==> src/rtl/dequant_unpack.sv <==
// rtl/dequant_unpack.sv - serializes packed quantized words and widens each lane to the array format
module dequant_unpack #(
    parameter int Q_DW  = 8,
    parameter int Q_IT  = 4,
    parameter int Q_PC  = 3,
    parameter int W_DW  = 24,
    parameter int W_IT  = 17,
    parameter int W_PC  = 6,
    parameter int LANES = 4
) (
    input  logic                  clk,
    input  logic                  rst,
    input  logic                  in_valid,
    output logic                  in_ready,
    input  logic [LANES*Q_DW-1:0] in_data,
    input  logic [LANES-1:0]      in_keep,
    input  logic                  in_last,
    output logic                  out_valid,
    input  logic                  out_ready,
    output logic [W_DW-1:0]       out_data,
    output logic                  out_last
);
    localparam int LPW = (LANES > 1) ? $clog2(LANES) : 1;
    localparam int SH  = W_PC - Q_PC;

    if (Q_DW != Q_IT + Q_PC + 1 || W_DW != W_IT + W_PC + 1 || W_IT < Q_IT || W_PC < Q_PC) begin : g_bad_params
        $error("dequant_unpack: inconsistent format parameters");
    end

    typedef enum logic {EMPTY = 1'b0, HOLD = 1'b1} state_t;

    state_t                state_q, state_d;
    logic [LANES*Q_DW-1:0] data_q, data_d;
    logic [LANES-1:0]      keep_q, keep_d;
    logic                  last_q, last_d;
    logic [LPW-1:0]        lp_q, lp_d;

    logic                  word_vld;
    logic                  is_last_lane;
    logic                  elem_xfer;
    logic                  word_xfer;
    logic [Q_DW-1:0]       elem;
    logic [W_DW-1:0]       elem_ext;

    always_comb begin
        word_vld     = (state_q == HOLD);
        elem         = '0;
        is_last_lane = 1'b1;
        for (int k = 0; k < LANES; k++) begin
            if (lp_q == LPW'(k)) elem = data_q[k*Q_DW +: Q_DW];
            if (keep_q[k] && (LPW'(k) > lp_q)) is_last_lane = 1'b0;
        end
        // Sign-extend, then align the binary point by padding fraction LSBs with zeros.
        elem_ext  = {{(W_DW-Q_DW){elem[Q_DW-1]}}, elem};
        out_valid = word_vld;
        out_data  = word_vld ? (elem_ext << SH) : '0;
        out_last  = word_vld & last_q & is_last_lane;
        in_ready  = !word_vld | (out_ready & is_last_lane);
        elem_xfer = word_vld & out_ready;
        word_xfer = in_valid & in_ready;

        state_d = state_q;
        data_d  = data_q;
        keep_d  = keep_q;
        last_d  = last_q;
        lp_d    = lp_q;
        if (word_xfer && (in_keep != '0)) begin
            state_d = HOLD;
            data_d  = in_data;
            keep_d  = in_keep;
            last_d  = in_last;
            lp_d    = '0;
        end else if (elem_xfer && is_last_lane) begin
            state_d = EMPTY;
        end else if (elem_xfer) begin
            // Kept lanes are contiguous, so the next set keep bit is simply lp+1.
            lp_d = lp_q + LPW'(1);
        end
    end

    always_ff @(posedge clk) begin
        if (rst) begin
            state_q <= EMPTY;
            data_q  <= '0;
            keep_q  <= '0;
            last_q  <= 1'b0;
            lp_q    <= '0;
        end else begin
            state_q <= state_d;
            data_q  <= data_d;
            keep_q  <= keep_d;
            last_q  <= last_d;
            lp_q    <= lp_d;
        end
    end
endmodule

==> config.mk <==
export PLATFORM = sky130hd
export DESIGN_NAME = dequant_unpack
export DESIGN_NICKNAME = d
export VERILOG_FILES = /design/src/rtl/dequant_unpack.sv
export SDC_FILE = /design/constraint.sdc
export NUM_CORES = 1
export LEC_CHECK = 0
export CORE_MARGIN = 3
export CORE_UTILIZATION = 35
export DETAILED_ROUTE_END_ITERATION = 12
export PLACE_DENSITY = 0.61
export SLEW_MARGIN = 5
export SYNTH_ARGS = -nofsm -noshare
export SYNTH_HDL_FRONTEND = slang
export SYNTH_SLANG_ARGS = --single-unit
export TNS_END_PERCENT = 100
==> constraint.sdc <==
create_clock -name clk -period 5 [get_ports clk]
set_input_delay 0.5 -clock clk [delete_from_list [all_inputs] [get_ports clk]]
set_output_delay 0.5 -clock clk [all_outputs]
set_load 0.02 [all_outputs]
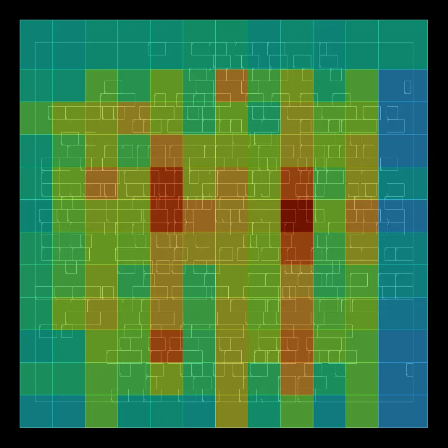
Fig. 1. Routing congestion (run 1).
met1 usage: 0.179
global routing usage on met3: 0.0333

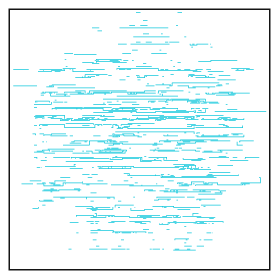
Fig. 2. The metal 1 layer (run 1).
Scale: 3 px per um.
main direction = horizontal
wire length on this layer = 2320 um
share of all routed wire = 47%
nets with wire on the layer = 296
longest straight run = 26.2 um

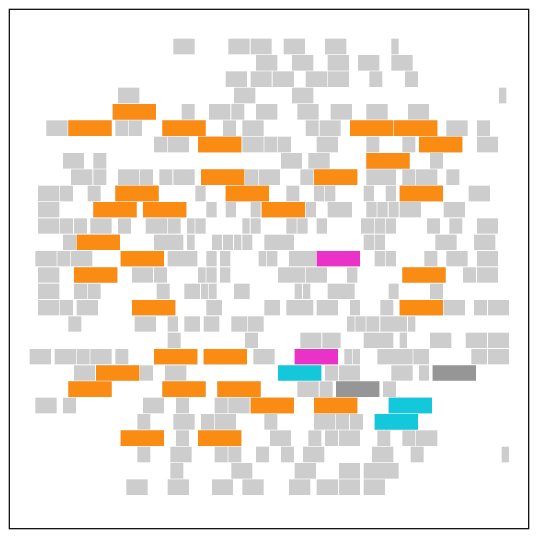
Fig. 3. Where the registers sit (run 1).
Scale: 6 px per um. Other sequential cells in the stronger grey, the rest of the logic in the fainter grey.
lp_q -> magenta  # placed flops 2
keep_q -> cyan  # placed flops 3
data_q -> orange  # placed flops 32
not coloured = 2

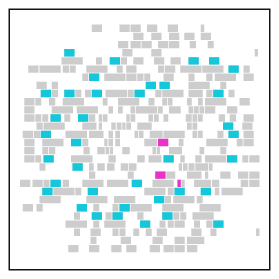
Fig. 4. Gate-type map (run 1).
Scale: 3 px per um.
NOR gates -> magenta  # cells 3, most used nor3_2
multiplexers -> cyan  # cells 37, most used mux2i_1
fraction of standard cell area in multi-input logic: 0.438
most common cell after layout, fill and taps aside: nand2b_1
number of standard cells in the final layout excluding fillers: 371

==> impl_metrics.csv, run 1 <==
group,metric,value,unit
power_and_ir_drop,p_comb,0.145,mW
final_timing,share_of_the_cycle_needed_by_the_critical_path_after_routing,0.704,
detailed_routing,highest-signal-layer,"met4",
synthesis,enable_flop_cells,0,
clocking,max-clock-path-buffers,2,
synthesis,postSynthAreaPerCell,8.89,um^2
final_timing,clock_skew,0.00643,ns
critical_path,worst_path_dominant_cell_family,"AND-OR/OR-AND gates",
power_and_ir_drop,power.switching,0.190,mW
cells_and_area,antenna_cells_inserted,0,
synthesis,cell_count_after_synthesis,254,
power_and_ir_drop,comb_power_share,0.206,
run_status,outcome,"finished, final reports clean",
final_timing,slew_viol_final,0,
final_timing,post_route_setup_tns,0,ns
die,count_of_standard_cell_rows,28,
flow_run,max_cap_violations,0,
cells_and_area,syn2layout_area_growth,27.8,%
die,initial_util,0.370,
detailed_routing,first_pass_iters,4,
final_timing,finalCriticalPeriod,3.52,ns
global_routing,grt_pass1_vias,1618,
clocking,clk-insertion-delay-late,0.29,ns
detailed_routing,route.met2.wl,2290,um
cells_and_area,final_layout_size_suffix_gt1_frac,0.0541,
worst_hold_path,min-delay-path-class,"register to register",
synthesis,synth_async_sr_flop_share,0,
detailed_routing,drt-vias-per-instance,4.61,
synthesis,yosys.area.top_type_share,0.346,
synthesis,yosys-stat-area,2260,um^2
final_timing,finalHoldViolations,0,
die,chipArea,7450,um^2
power_and_ir_drop,vdd.ir_drop.worst,0.173,mV
critical_path,worst-endpoint-arrival,3.02,ns
clocking,clk_pin_slew_worst_paths,0.08,ns
-- run 1: per-stage QoR --
stage / hold slack [ns] / power [mW]
after global routing: 0.498 / 0.733
after global placement: 0.465 / 0.501
after CTS: 0.480 / 0.709
final: 0.477 / 0.700
after floorplan: 0.444 / 0.446
after detailed placement: 0.466 / 0.502
-- run 1: cell families after synthesis --
| kind of cell | share of synthesized area |
|---|---|
| compound gates | 0.0693 |
| xor+xnor | 0.00388 |
| fa+ha+maj | 0.0222 |
| buf+inv | 0.101 |
| flops | 0.346 |
| mux | 0.164 |
| other cells | 0.00166 |
| simple gates | 0.293 |
-- run 1: area by class of cell --
cell class              count  share of cell area
clock buffers               5              0.0238
clock inverters             3             0.00520
inverters                   2             0.00260
multi-input cells         181               0.438
flip-flops and latches     39               0.270
well taps                  75              0.0325
repair buffers             66               0.227
-- run 1: cells in the final DEF (no fill, tap or decap) --
cell type	n
a21oi_4	1
clkbuf_8	5
or3b_4	1
xnor2_1	1
nand2_1	12
ha_1	4
mux2i_1	37
a31oi_1	1
dfxtp_1	39
clkinv_2	3
o41ai_2	1
nand2b_1	74
nor2_1	1
inv_1	2
buf_4	2
o21ai_1	1
nand3_1	9
clkdlybuf4s50_1	64
conb_1	3
o21ai_0	7
nor3_2	2
nand3b_1	8
nand4_2	1
a21oi_1	17
-- run 1: how the worst max path moves through the flow --
| stage | slack (ns) | depth (start not counted) | start | to |
|---|---|---|---|---|
| CTS | 1.09 | 7 | lp_q[1] | out_data[22] |
| detailed placement | 1.37 | 7 | lp_q[1] | out_data[22] |
| global route | 1.23 | 7 | lp_q[1] | out_data[18] |
| finish | 1.48 | 7 | lp_q[1] | out_data[22] |
| global placement | 1.64 | 7 | lp_q[1] | out_data[17] |
| floorplan | 1.94 | 8 | lp_q[1] | out_data[11] |
Fig. 5: run 1, a small window of the routed layout
Region (52, 52) to (77, 77) um. Cells in grey, sequential cells in the stronger grey; small squares are vias.
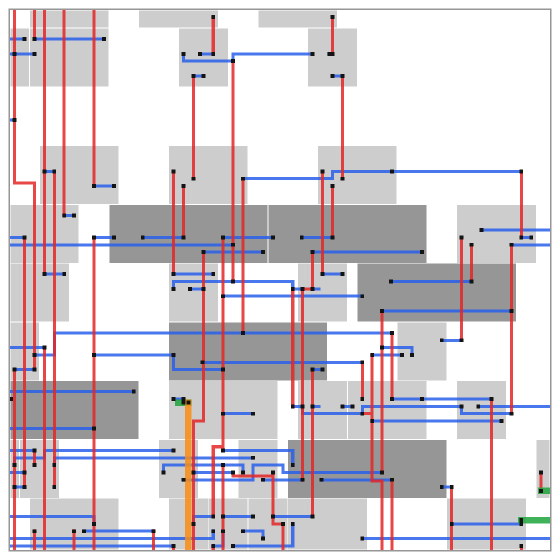

--- run 2 (diff from run 1) ---
Settings changed: PLACE_DENSITY 0.61 to 0.64.
Clock period 5 ns to 3.2 ns, I/O delays scaled along.
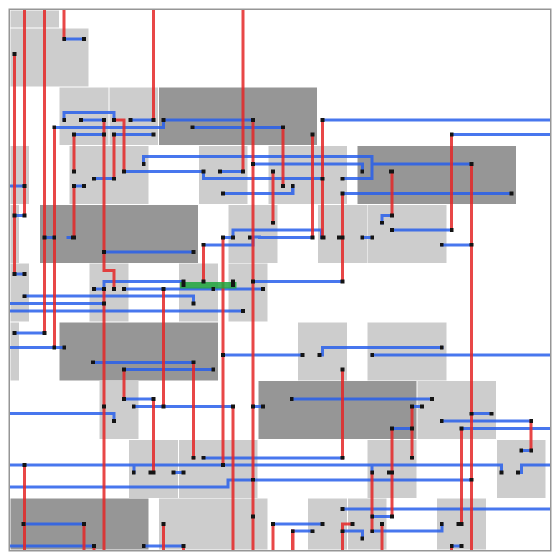
Fig. 6. A small window of the routed layout (run 2).
Region (52, 52) to (77, 77) um. Cells in grey, sequential cells in the stronger grey; small squares are vias.
met3 -> green
met1 -> blue
met2 -> red
sequential cells in the window = 6
netlist names of flops here include = data_q (6)
cells with their middle in the window = 30
most frequent = nand2b_1 (10), dfxtp_1 (6)

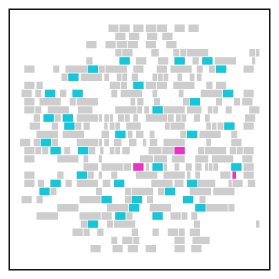
Fig. 7. Gate-type map (run 2).
Scale: 3 px per um.
NOR gates -> magenta  # cells 3, most used nor3_2
multiplexers -> cyan  # cells 37, most used mux2i_1

==> run 2 against run 1 <==
Against the previous run: cell count rose by 0.27%; sequential share of layout area fell by 0.19 points; setup slack got worse by 1.2 ns; register-to-register slack got worse by 1.6 ns; non-clock buffer count rose by 1; clock skew fell by 0.00056 ns; first-iteration DRC count rose by 60%; die area did not move; clock power rose by 53%; largest cell class unchanged; largest power group unchanged.
==> impl_metrics.csv, run 2 <==
group,metric,value,unit
die,chipArea,7450,um^2
detailed_routing,drt-vias-per-instance,4.65,
clocking,max-clock-path-buffers,2,
cells_and_area,final_layout_size_suffix_gt1_frac,0.0572,
final_timing,finalHoldWorstSlack,0.475,ns
synthesis,yosys.area.top_type_share,0.346,
final_timing,finalCriticalPeriod,2.89,ns
critical_path,worst-endpoint-arrival,2.57,ns
clocking,clk_pin_slew_worst_paths,0.07,ns
cells_and_area,antenna_cells_inserted,0,
die,count_of_standard_cell_rows,28,
power_and_ir_drop,p_total,1.09,mW
critical_path,path_max_fanout,16,
final_timing,clock_skew,0.00587,ns
flow_run,max_cap_violations,0,
die,initial_util,0.370,
synthesis,yosys-stat-area,2260,um^2
die,dieHeight,86.3,um
synthesis,enable_flop_cells,0,
synthesis,post_synth_and_or_nand_nor_area_fraction,0.293,
cells_and_area,final.fill_count,616,
cells_and_area,layout_top_cell,"nand2b_1",
run_status,outcome,"finished, final reports clean",
synthesis,synthMuxAreaShare,0.164,
cells_and_area,final-instance-count-excl-fill,372,
clocking,cts_tree,"done",
clocking,clk-insertion-delay-late,0.28,ns
synthesis,yosys_register_bits,39,
synthesis,yosys.area_share.adder,0.0222,
cells_and_area,final_layout_top_logic_cells,"nand2b_1 (74), clkdlybuf4s50_1 (64), dfxtp_1 (39)",
synthesis,dominant_non_sequential_cell_family_after_synthesis,"simple AND/OR/NAND/NOR gates",
global_routing,grt_pass1_vias,1595,
critical_path,criticalPathCategory,"register to primary output",
final_timing,max_freq,0.346,GHz
cells_and_area,largest_reg_flops,32,
synthesis,postSynthSeqShare,0.346,
critical_path,setup.worst_path.start_class,"register",
final_timing,share_of_the_cycle_needed_by_the_critical_path_after_routing,0.904,
synthesis,ys_sh_aoi,0.0693,
worst_hold_path,min-delay-path-class,"register to register",
synthesis,cell_count_after_synthesis,254,
final_timing,post_route_setup_tns,0,ns
final_timing,finalHoldViolations,0,
final_timing,slew_viol_final,0,
power_and_ir_drop,vdd.ir_drop.worst,0.231,mV
synthesis,postSynthAreaPerCell,8.89,um^2
synthesis,synth_async_sr_flop_share,0,
synthesis,synthXorXnorAreaFrac,0.00388,
cells_and_area,syn2layout_area_growth,28.7,%
run 2: cell counts after synthesis:
No cell type changed its count.
run 2: kinds of logic (layout without fill, tap and decap cells):
group / count (synthesis) / in the layout
other: 1 / 3
AND/OR/NAND/NOR: 108 / 108
AND-OR/OR-AND: 28 / 28
XOR/XNOR: 1 / 1
adder cells (fa/ha/maj): 4 / 4
multiplexers: 37 / 37
buffers and inverters: 36 / 77
flip-flops: 39 / 39
run 2: worst max-delay path: stages, from the launching register on:
cell,delay [ns]
dfxtp_1,0.40
inv_1,0.08
ha_1,0.33
nand3b_1,0.22
a21oi_1,0.15
a21oi_1,0.05
o21ai_0,0.20
buf_4,0.21
clkdlybuf4s50_1,0.63
run 2: path summary, 6_finish.rpt:
kind             start      endpoint  slack, ns  cells past startpoint
min reg2reg  keep_q[2]     keep_q[2]       0.48                      2
max            lp_q[1]  out_data[10]       0.31                      8
max reg2reg    lp_q[0]     data_q[5]       0.78                      7
min          keep_q[2]     keep_q[2]       0.48                      2
run 2: final cells by class:
type	count	area, um^2	share of cell area
clock buffers	5	68.8	0.0237
clock inverters	3	15.0	0.00517
inverters	2	7.51	0.00258
multi-input cells	181	1260	0.435
flip-flops and latches	39	781	0.269
well taps	75	93.8	0.0323
repair buffers	67	676	0.232
run 2: metal layers:
layer  track usage  up-vias  wire length [um]
met3        0.0304        2               246
li1              -      902                 -
met2         0.199       39              2240
met4        0.0297        0                19
met5             0        -                 0
met1         0.182      786              2320
run 2: power by group:
group          leakage, nW  switching, mW  internal (mW)
Clock               0.0477          0.168          0.149
Sequential           0.321         0.0234          0.520
Combinational        0.708          0.100          0.130
Power is estimated from default activity; no workload was simulated.
